Figure 1. Cell area per tile (run 1).
Scale bar: 20 um. The die is cut into 8 by 8 equal tiles; dark blue is low, red is high, 0 to 100% covered.
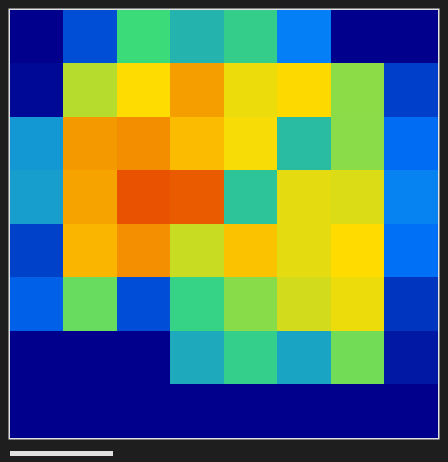
Figure 2. Placement by cell class (run 1).
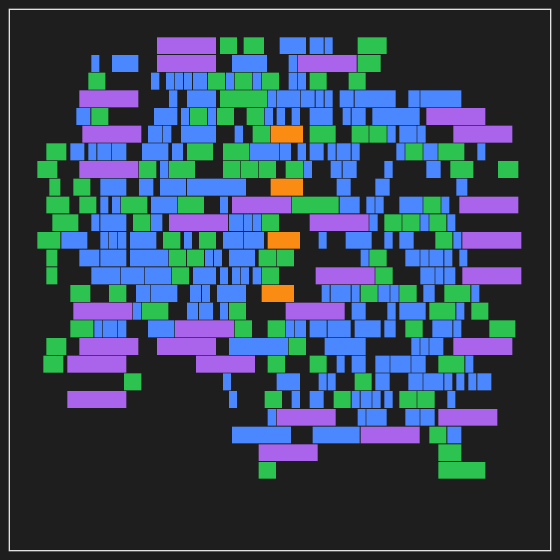
Figure 3. Routing congestion map (run 1).
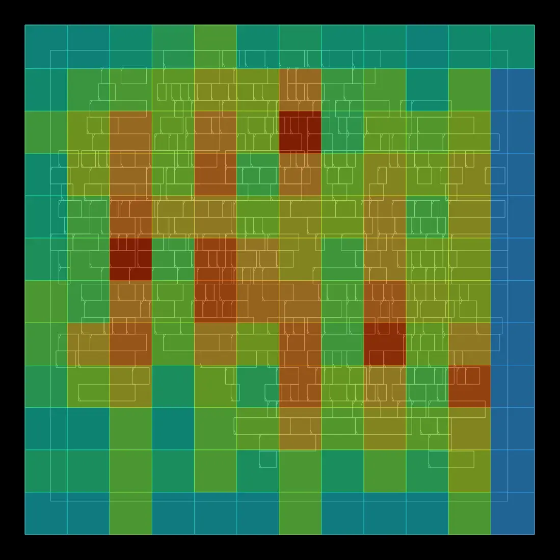
--- config.mk ---
export PLATFORM = sky130hd
export DESIGN_NAME = tx_scheduler
export DESIGN_NICKNAME = d
export VERILOG_FILES = /design/src/rtl/tx_pkg.sv /design/src/rtl/tx_sched_arb.sv /design/src/rtl/tx_scheduler.sv
export SDC_FILE = /design/constraint.sdc
export NUM_CORES = 1
export LEC_CHECK = 0
export ABC_AREA = 1
export CAP_MARGIN = 20
export CORE_MARGIN = 4
export CORE_UTILIZATION = 30
export DETAILED_ROUTE_END_ITERATION = 12
export PLACE_DENSITY = 0.55
export SYNTH_ARGS = -nofsm -noshare
export SYNTH_HDL_FRONTEND = slang
export SYNTH_HIERARCHICAL = 1
export SYNTH_SLANG_ARGS = --single-unit
--- constraint.sdc ---
create_clock -name clk -period 1.3 [get_ports clk]
set_input_delay 0.195 -clock clk [delete_from_list [all_inputs] [get_ports clk]]
set_output_delay 0.195 -clock clk [all_outputs]
set_load 0.005 [all_outputs]
--- src/rtl/tx_pkg.sv ---
// rtl/tx_pkg.sv - shared state/packet types and default timing for the tx scheduler
// Contents:
//   sched_state_t : scheduler FSM states
//   pkt_kind_t    : packet kind chosen by arbitration
//   DEF_*         : default parameter values used by tx_scheduler and tx_sched_arb
package tx_pkg;

   typedef enum logic [1:0] {
      IDLE       = 2'd0,
      WAIT_START = 2'd1,
      WAIT_DONE  = 2'd2,
      GAP        = 2'd3
   } sched_state_t;

   typedef enum logic [1:0] {
      PK_DATA = 2'd0,
      PK_ACK  = 2'd1,
      PK_NAK  = 2'd2
   } pkt_kind_t;

   localparam int DEF_CNT_W         = 7;
   localparam int DEF_DATA_THRESH   = 8;
   localparam int DEF_GAP_CYCLES    = 16;
   localparam int DEF_START_TIMEOUT = 8;
   localparam int DEF_DONE_TIMEOUT  = 4096;
   localparam int DEF_STARVE_LIMIT  = 4;

endpackage

--- src/rtl/tx_sched_arb.sv ---
// rtl/tx_sched_arb.sv - combinational packet priority select and starve counter next-state
// Ports:
//   arb_en      in   arbitration allowed this cycle (scheduler is IDLE)
//   ack_p       in   ACK pending (including a request arriving this cycle)
//   nak_p       in   NAK pending (including a request arriving this cycle)
//   data_p      in   data pending (including a request arriving this cycle)
//   data_elig   in   data pending and FIFO threshold met or flush requested
//   starve_cnt  in   current count of handshake wins over pending data
//   grant       out  selected packet kind
//   grant_valid out  a packet is selected this cycle
//   conflict    out  NAK selected while an ACK was also pending
//   starve_nxt  out  next value of the starve counter
module tx_sched_arb
   import tx_pkg::*;
#(
   parameter int STARVE_LIMIT = DEF_STARVE_LIMIT,
   parameter int SW           = $clog2(STARVE_LIMIT + 1)
) (
   input  logic          arb_en,
   input  logic          ack_p,
   input  logic          nak_p,
   input  logic          data_p,
   input  logic          data_elig,
   input  logic [SW-1:0] starve_cnt,
   output pkt_kind_t     grant,
   output logic          grant_valid,
   output logic          conflict,
   output logic [SW-1:0] starve_nxt
);

   localparam logic [SW-1:0] LIMIT = SW'(STARVE_LIMIT);

   logic hs_p;
   logic starved;

   assign hs_p    = ack_p | nak_p;
   assign starved = (starve_cnt == LIMIT);

   always_comb begin
      grant       = PK_ACK;
      grant_valid = 1'b0;
      conflict    = 1'b0;
      starve_nxt  = starve_cnt;

      if (arb_en) begin
         // Data only wins over a pending handshake once it has been starved.
         if (data_elig && (starved || !hs_p)) begin
            grant       = PK_DATA;
            grant_valid = 1'b1;
         end else if (nak_p) begin
            grant       = PK_NAK;
            grant_valid = 1'b1;
            conflict    = ack_p;
         end else if (ack_p) begin
            grant       = PK_ACK;
            grant_valid = 1'b1;
         end
      end

      if (!data_p) begin
         starve_nxt = '0;
      end else if (grant_valid) begin
         if (grant == PK_DATA) begin
            starve_nxt = '0;
         end else if (!starved) begin
            starve_nxt = starve_cnt + SW'(1);
         end
      end
   end

endmodule

--- src/rtl/tx_scheduler.sv ---
// rtl/tx_scheduler.sv - arbitrates ACK/NAK/data transmit requests and tracks each packet to completion
// Ports:
//   clk          in   system clock
//   n_rst        in   asynchronous active-low reset
//   ack_req      in   pulse: receiver wants ACK sent
//   nak_req      in   pulse: receiver wants NAK sent
//   data_req     in   pulse: host token requests a data packet
//   data_flush   in   level: launch data regardless of FIFO threshold
//   fifo_count   in   bytes currently in TX FIFO
//   tx_busy      in   sending flag from transmit control unit
//   clear_err    in   pulse: clears timeout_err
//   tx_transmit  out  one-cycle start of data packet
//   tx_send_good out  one-cycle start of ACK
//   tx_send_bad  out  one-cycle start of NAK
//   busy         out  scheduler not IDLE
//   pkt_done     out  one-cycle pulse at packet completion
//   hs_conflict  out  one-cycle pulse when ACK and NAK collide at arbitration
//   timeout_err  out  sticky watchdog error flag
module tx_scheduler
   import tx_pkg::*;
#(
   parameter int CNT_W         = DEF_CNT_W,
   parameter int DATA_THRESH   = DEF_DATA_THRESH,
   parameter int GAP_CYCLES    = DEF_GAP_CYCLES,
   parameter int START_TIMEOUT = DEF_START_TIMEOUT,
   parameter int DONE_TIMEOUT  = DEF_DONE_TIMEOUT,
   parameter int STARVE_LIMIT  = DEF_STARVE_LIMIT
) (
   input  logic             clk,
   input  logic             n_rst,
   input  logic             ack_req,
   input  logic             nak_req,
   input  logic             data_req,
   input  logic             data_flush,
   input  logic [CNT_W-1:0] fifo_count,
   input  logic             tx_busy,
   input  logic             clear_err,
   output logic             tx_transmit,
   output logic             tx_send_good,
   output logic             tx_send_bad,
   output logic             busy,
   output logic             pkt_done,
   output logic             hs_conflict,
   output logic             timeout_err
);

   localparam int TMR_W = $clog2(DONE_TIMEOUT) + 1;
   localparam int SW    = $clog2(STARVE_LIMIT + 1);

   localparam logic [TMR_W-1:0] START_LAST = TMR_W'(START_TIMEOUT - 1);
   localparam logic [TMR_W-1:0] DONE_LAST  = TMR_W'(DONE_TIMEOUT - 1);
   localparam logic [TMR_W-1:0] GAP_LAST   = TMR_W'(GAP_CYCLES - 1);
   localparam logic [CNT_W-1:0] THRESH     = CNT_W'(DATA_THRESH);

   sched_state_t     state_q, state_d;
   logic [TMR_W-1:0] tmr_q, tmr_d;
   logic [SW-1:0]    starve_q, starve_d;
   logic             ack_p_q, ack_p_d;
   logic             nak_p_q, nak_p_d;
   logic             data_p_q, data_p_d;
   logic             tx_transmit_q, tx_transmit_d;
   logic             tx_send_good_q, tx_send_good_d;
   logic             tx_send_bad_q, tx_send_bad_d;
   logic             busy_q, busy_d;
   logic             pkt_done_q, pkt_done_d;
   logic             hs_conflict_q, hs_conflict_d;
   logic             timeout_err_q, timeout_err_d;

   // Requests arriving this cycle take part in arbitration immediately so the
   // registered start pulse follows the request by exactly one cycle.
   logic ack_eff, nak_eff, data_eff, data_elig;
   logic arb_en, grant_valid, conflict, err_set;
   pkt_kind_t grant;

   assign ack_eff   = ack_p_q | ack_req;
   assign nak_eff   = nak_p_q | nak_req;
   assign data_eff  = data_p_q | data_req;
   assign data_elig = data_eff && ((fifo_count >= THRESH) || data_flush);
   assign arb_en    = (state_q == IDLE);

   tx_sched_arb #(
      .STARVE_LIMIT (STARVE_LIMIT)
   ) u_arb (
      .arb_en      (arb_en),
      .ack_p       (ack_eff),
      .nak_p       (nak_eff),
      .data_p      (data_eff),
      .data_elig   (data_elig),
      .starve_cnt  (starve_q),
      .grant       (grant),
      .grant_valid (grant_valid),
      .conflict    (conflict),
      .starve_nxt  (starve_d)
   );

   always_comb begin
      state_d        = state_q;
      tmr_d          = tmr_q;
      ack_p_d        = ack_eff;
      nak_p_d        = nak_eff;
      data_p_d       = data_eff;
      tx_transmit_d  = 1'b0;
      tx_send_good_d = 1'b0;
      tx_send_bad_d  = 1'b0;
      pkt_done_d     = 1'b0;
      hs_conflict_d  = 1'b0;
      err_set        = 1'b0;

      case (state_q)
         IDLE: begin
            tmr_d = '0;
            if (grant_valid) begin
               state_d = WAIT_START;
               case (grant)
                  PK_DATA: begin
                     tx_transmit_d = 1'b1;
                     data_p_d      = 1'b0;
                  end
                  PK_NAK: begin
                     // A NAK supersedes any ACK pending alongside it.
                     tx_send_bad_d = 1'b1;
                     nak_p_d       = 1'b0;
                     ack_p_d       = 1'b0;
                     hs_conflict_d = conflict;
                  end
                  default: begin
                     tx_send_good_d = 1'b1;
                     ack_p_d        = 1'b0;
                  end
               endcase
            end
         end
         WAIT_START: begin
            if (tx_busy) begin
               state_d = WAIT_DONE;
               tmr_d   = '0;
            end else if (tmr_q == START_LAST) begin
               err_set = 1'b1;
               state_d = GAP;
               tmr_d   = '0;
            end else begin
               tmr_d = tmr_q + TMR_W'(1);
            end
         end
         WAIT_DONE: begin
            if (!tx_busy) begin
               pkt_done_d = 1'b1;
               state_d    = GAP;
               tmr_d      = '0;
            end else if (tmr_q == DONE_LAST) begin
               err_set = 1'b1;
               state_d = GAP;
               tmr_d   = '0;
            end else begin
               tmr_d = tmr_q + TMR_W'(1);
            end
         end
         GAP: begin
            if (tmr_q == GAP_LAST) begin
               state_d = IDLE;
               tmr_d   = '0;
            end else begin
               tmr_d = tmr_q + TMR_W'(1);
            end
         end
         default: begin
            state_d = IDLE;
            tmr_d   = '0;
         end
      endcase

      // A new timeout wins over a simultaneous clear.
      timeout_err_d = err_set | (timeout_err_q & ~clear_err);
      busy_d        = (state_d != IDLE);
   end

   always_ff @(posedge clk or negedge n_rst) begin
      if (!n_rst) begin
         state_q        <= IDLE;
         tmr_q          <= '0;
         starve_q       <= '0;
         ack_p_q        <= 1'b0;
         nak_p_q        <= 1'b0;
         data_p_q       <= 1'b0;
         tx_transmit_q  <= 1'b0;
         tx_send_good_q <= 1'b0;
         tx_send_bad_q  <= 1'b0;
         busy_q         <= 1'b0;
         pkt_done_q     <= 1'b0;
         hs_conflict_q  <= 1'b0;
         timeout_err_q  <= 1'b0;
      end else begin
         state_q        <= state_d;
         tmr_q          <= tmr_d;
         starve_q       <= starve_d;
         ack_p_q        <= ack_p_d;
         nak_p_q        <= nak_p_d;
         data_p_q       <= data_p_d;
         tx_transmit_q  <= tx_transmit_d;
         tx_send_good_q <= tx_send_good_d;
         tx_send_bad_q  <= tx_send_bad_d;
         busy_q         <= busy_d;
         pkt_done_q     <= pkt_done_d;
         hs_conflict_q  <= hs_conflict_d;
         timeout_err_q  <= timeout_err_d;
      end
   end

   assign tx_transmit  = tx_transmit_q;
   assign tx_send_good = tx_send_good_q;
   assign tx_send_bad  = tx_send_bad_q;
   assign busy         = busy_q;
   assign pkt_done     = pkt_done_q;
   assign hs_conflict  = hs_conflict_q;
   assign timeout_err  = timeout_err_q;

endmodule

==> flow_summary.toml, run 1 <==
# implementation run metrics
[yosys]
flop_cell = "dfrtp_1"
synth-seq-area-share_pct = 41.5
ys_types = 25
top_cell = "nand2_1"
syn_nets = 249
yosys_area_mm2 = 0.00169
syn_inst = 226
synth_area_per_cell_um2 = 7.47

[sta]
rsz0062_at_grt = "true"
fin_crit_ns = 1.48
worst_slack_ns = -0.179
period_used_pct = 114
relSlewSlack_pct = 79.2
drv_slew = 0
fmax_ghz = 0.676
setup_viol = 23

[setup_path]
path_class = "flop to flop"
cp-start-kind = "flop"
ff2ff_setup_slack_ns = -0.18
end_kind = "flop"
cp.required_ns = 1.48
cp.buffers_inverters = 2
cpPeakStageDelay_ns = 0.41

[pwr]
vdd_drop_max_mv = 0.955
p_per_area_mw_per_mm2 = 1620

[outcome]
violations = "negative setup slack"
status = "finished with violations"

[die]
rows = 27
chipHeight_um = 83.0

[global_route]
grt_pass1_wl_um = 7470
grt_max_degree = 29
grt_use_total_pct = 13.0

[cells_and_area]
drive_gt1_share_pct = 53.3
diodes = 0
logic_area_mm2 = 0.00109
syn2layout_area_growth_pct = 73.6

[detailed_routing]
dr_total_vias = 1666
drtAntennaViolNets = 0
route.detailed.drc = 0
routed_via_density = 4.24

[clock_tree]
cts_root_buffer = "clkbuf_8"
cts_made_buffers = 3
clk_path_buf_depth = 2

[placed_design]
placed_cells = 369

[run]
tool_warnings = 37
About Figure 1:
mean over tiles	41%
densest ninth of the die	center
emptiest ninth of the die	lower left
tiles over 75% full	19%
Core ar.: 0.00547 mm^2
final core utilization: 53.5%

About Figure 2:
class	color	cells	share of their area
remaining buffers and delay cells	green	91	28%
sequential cells	purple	28	25%
clock drivers and dummy loads	orange	4	1.9%
combinational and other logic	blue	198	46%

About Figure 3:
M1 GR Usage: 16.2%
most used routing layer: met2

## run 1: cell families (layout without fill, tap and decap cells)
logic type / after synthesis / in the layout / synth area share [%]
xor gates and xnor gates: 5 / 5 / 2.59
adders and majority gates: 8 / 8 / 5.93
and+or+nand+nor: 119 / 119 / 33.8
buffers and inverters: 51 / 146 / 11.3
DFF: 28 / 28 / 41.5
AOI/OAI and AO/OA: 15 / 15 / 4.82
## run 1: metal layers
| layer | part of all wire [%] | GRT usage, % | wire length [um] | vias up |
|---|---|---|---|---|
| li1 | - | - | - | 873 |
| met1 | 44 | 16.2 | 1900 | 769 |
| met2 | 53 | 23.3 | 2290 | 20 |
| met3 | 2.2 | 2.28 | 96 | 4 |
| met4 | 0.67 | 3.27 | 29 | 0 |
| met5 | 0 | 0 | 0 | - |
## run 1: sequential cells by signal, indices dropped and copies added, names as in the netlist
| name | cells |
|---|---|
| busy | 1 |
| timeout_err | 1 |
| pkt_done | 1 |
| state_q | 2 |
| tmr_q | 13 |
| tx_send_bad | 1 |
| data_p_q | 1 |
| tx_transmit | 1 |
| hs_conflict | 1 |
| tx_send_good | 1 |
| ack_p_q | 1 |
| nak_p_q | 1 |
| starve_q | 3 |
## run 1: path summary, 6_finish.rpt
path	from	to	depth (start not counted)
min in group clk	clear_err	timeout_err	2
setup / recovery	tmr_q[1]	tmr_q[6]	10
hold / removal	n_rst	tmr_q[8]	2
setup reg to reg	tmr_q[1]	tmr_q[6]	10
hold reg to reg	timeout_err	timeout_err	2
max in group asynchronous	n_rst	pkt_done	2
## run 1: worst reg2reg max path, stage by stage, from the launching register on
cell,delay [ns]
dfrtp_1,0.41
ha_4,0.18
nand3_4,0.10
nor2_4,0.18
nand3_4,0.12
nand3_4,0.11
nand2_8,0.09
nand2_8,0.10
inv_4,0.04
nand2_2,0.05
inv_2,0.03
## run 1: placed cells by master (no fill, tap or decap), types with 13 or more instances in the layout
cell type / netlist / final
nand2_1: 52 / 31
nor2_1: 32 / 17
inv_1: 46 / 30
buf_6: 0 / 13
inv_2: 4 / 17
dfrtp_1: 28 / 28
nand2_2: 7 / 20
buf_4: 0 / 58
## run 1: final cells by class
cell class | instances | share of cell area, %
Clock buffer | 4 | 1.88
Timing Repair Buffer | 91 | 27.0
Tap cell | 72 | 3.07
Sequential cell | 28 | 23.9
Inverter | 51 | 6.83
Multi-Input combinational cell | 147 | 37.3
## run 1: per-stage QoR
step	worst slack [ns]	area (um^2)	total power, W	TNS (ns)
4_1_cts	-0.177	2700	0.00416	-2.20
6_report	-0.179	2930	0.00476	-2.38
3_3_place_gp	-0.640	2400	0.00318	-9.52
3_5_place_dp	-0.653	2400	0.00321	-9.95
5_1_grt	-0.288	2930	0.00517	-5.02
2_1_floorplan	-0.216	1710	0.00223	-1.83
## run 1: where the power goes
group,switching [W],leakage [nW],internal (W),total (W)
clock network,0.000287,0.0288,0.000271,0.000558
logic,0.00151,1.17,0.00150,0.00302
registers,0.000123,0.365,0.00106,0.00118
## run 1: what timing repair did
item / 4_1_cts / 5_1_grt
endpoints found under the setup margin: 33 / 28
resized: 63 / 63
buffers inserted: 15 / 8
pin swaps: 26 / 44
Figure 4. Signal metal coverage by tile (run 1).
Scale bar: 20 um. The die is cut into 17 by 17 equal tiles; dark blue is low, red is high, scaled to the fullest tile. Values are wire area over tile area, all layers added.
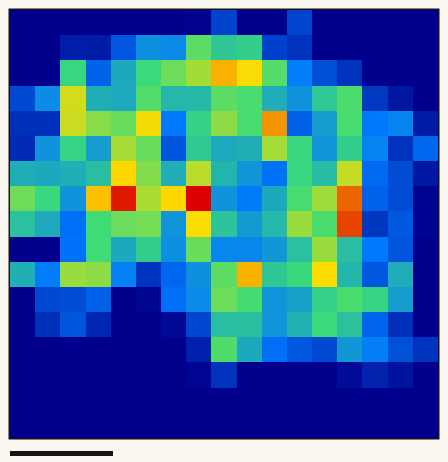

## Run 2: what changed since run 1
--- a/config.mk
+++ b/config.mk
@@ -6,12 +6,11 @@
 export NUM_CORES = 1
 export LEC_CHECK = 0
 export ABC_AREA = 1
-export CAP_MARGIN = 20
+export CAP_MARGIN = 10
 export CORE_MARGIN = 4
 export CORE_UTILIZATION = 30
 export DETAILED_ROUTE_END_ITERATION = 12
-export PLACE_DENSITY = 0.55
+export PLACE_DENSITY = 0.56
 export SYNTH_ARGS = -nofsm -noshare
 export SYNTH_HDL_FRONTEND = slang
-export SYNTH_HIERARCHICAL = 1
 export SYNTH_SLANG_ARGS = --single-unit
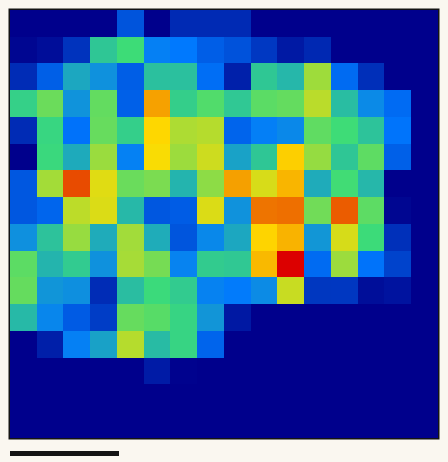
Figure 5: run 2, signal metal coverage by tile.
Scale bar: 20 um. The die is cut into 16 by 16 equal tiles; dark blue is low, red is high, scaled to the fullest tile. Values are wire area over tile area, all layers added.
emptiest ninth of the die	lower right
mean over tiles	0.082
tiles over half the peak	22%
densest ninth of the die	center
nearly empty tiles	36%
fullest tile	0.31

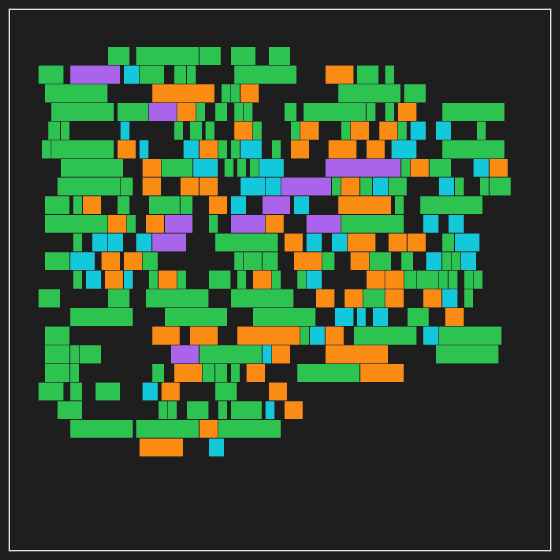
Figure 6: run 2, cells by drive strength.
size	color	cells
_3 and _4 cells	orange	59
_0 and _1 cells	green	135
_6 and larger	purple	10
_2 cells	cyan	41
Non-Filler Cell Area, Final: 0.00239 mm^2
Non-clock buffers: 69
P&R area growth vs syn: 58.8%

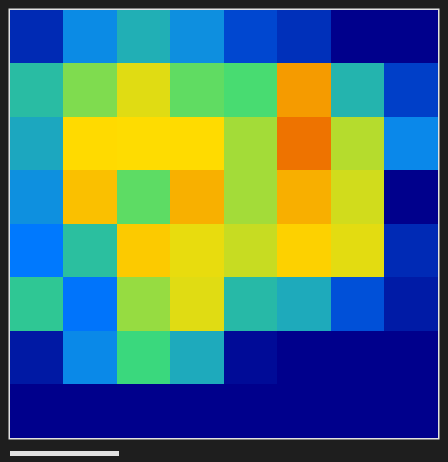
Figure 7: run 2, cell area per tile.
Scale bar: 20 um. The die is cut into 8 by 8 equal tiles; dark blue is low, red is high, 0 to 100% covered.
mean over tiles	37%
nearly empty tiles	22%
emptiest ninth of the die	lower right
fullest tile	87%
densest ninth of the die	center
tiles over 75% full	14%
Core ar.: 0.00479 mm^2
Starting Density: 31.4%
final core utilization: 49.9%

==> flow_summary.toml, run 2 <==
# implementation run metrics
[yosys]
xor_share_pct = 5.82
ys_sh_adder_pct = 5.82
yosys_area_mm2 = 0.00150
topCombFamilyByArea = "simple AND/OR/NAND/NOR gates"
syn_nets = 195
synth_area_per_cell_um2 = 8.69
simple_gate_share_pct = 31.9
ys_sh_mux_pct = 0
syn_inst = 173

[setup_path]
crit_start = "tmr_q[1]"
cpPeakStageDelay_ns = 0.40
cp.buffers_inverters = 1

[sta]
drv_slew = 0
setup_viol = 17
worst_slack_ns = -0.191

[outcome]
status = "finished with violations"
violations = "negative setup slack"

[pwr]
power_switching_w = 0.00129

[clock_tree]
cts_made_buffers = 3

[global_route]
grt_use_total_pct = 11.3

[detailed_routing]
route.detailed.drc = 0

[cells_and_area]
diodes = 0
==> run 2: netlist changes by cell type after synthesis, moves of 3 or more <==
cell	previous run	this run
a21oi_1	6	3
inv_1	46	20
nand2_1	52	32
nand2_2	7	3
nand4_1	6	2
nor2_1	32	20
nor2_2	0	14
xor2_1	5	10
==> run 2: worst paths after layout <==
kind	depth (start not counted)	slack, ns	endpoint
min reg2reg	2	0.53	timeout_err
max reg2reg	9	-0.19	tmr_q[12]
min	2	0.26	timeout_err
min in group clk	2	0.46	timeout_err
max in group asynchronous	2	0.88	tmr_q[12]
max	9	-0.19	tmr_q[12]
==> run 2: cell families (layout without fill, tap and decap cells) <==
logic type,count (synthesis),count (layout)
and+or+nand+nor,96,96
DFF,28,28
buffers and inverters,24,96
xor gates and xnor gates,10,10
AOI/OAI and AO/OA,8,8
adders and majority gates,7,7
==> run 2: power groups by stage <==
| stage | registers (W) | clock network, W | logic [W] |
|---|---|---|---|
| CTS | 0.00117 | 0.000730 | 0.00174 |
| floorplan | 0.00117 | 0 | 0.000848 |
| global placement | 0.00116 | 0 | 0.00165 |
| global route | 0.00120 | 0.000758 | 0.00210 |
| finish | 0.00118 | 0.000694 | 0.00189 |
| detailed placement | 0.00117 | 0 | 0.00165 |
==> run 2: what timing repair did <==
action                                  in CTS  in global routing
pin swaps                                   13                 10
resized                                     20                 24
endpoints found under the setup margin      29                 24
hold buffers                                 0                  0
setup buffers                                4                  4
==> run 2: cell type report <==
cell class | count | area share [%]
clock buffers | 3 | 1.73
clock inverters | 1 | 1.26
inverters | 23 | 3.93
multi-input cells | 121 | 35.5
flip-flops and latches | 28 | 29.3
well taps | 67 | 3.51
repair buffers | 69 | 24.7
==> run 2: stage by stage <==
step | TNS [ns] | instances | setup slack [ns] | power, W
floorplan | -1.11 | 173 | -0.113 | 0.00202
global placement | -4.08 | 300 | -0.205 | 0.00281
detailed placement | -4.55 | 300 | -0.210 | 0.00283
CTS | -1.86 | 308 | -0.135 | 0.00364
global route | -4.51 | 312 | -0.291 | 0.00406
finish | -2.74 | 312 | -0.191 | 0.00376
==> run 2: metal layers <==
layer / share of wire, % / GRT usage [%] / up-vias
li1: - / - / 681
met1: 48 / 15.3 / 592
met2: 48 / 18.8 / 17
met3: 3.7 / 3.06 / 2
met4: 0.42 / 1.05 / 0
met5: 0 / 0 / -
No activity file was given, so power comes from the tool's default toggle rates.
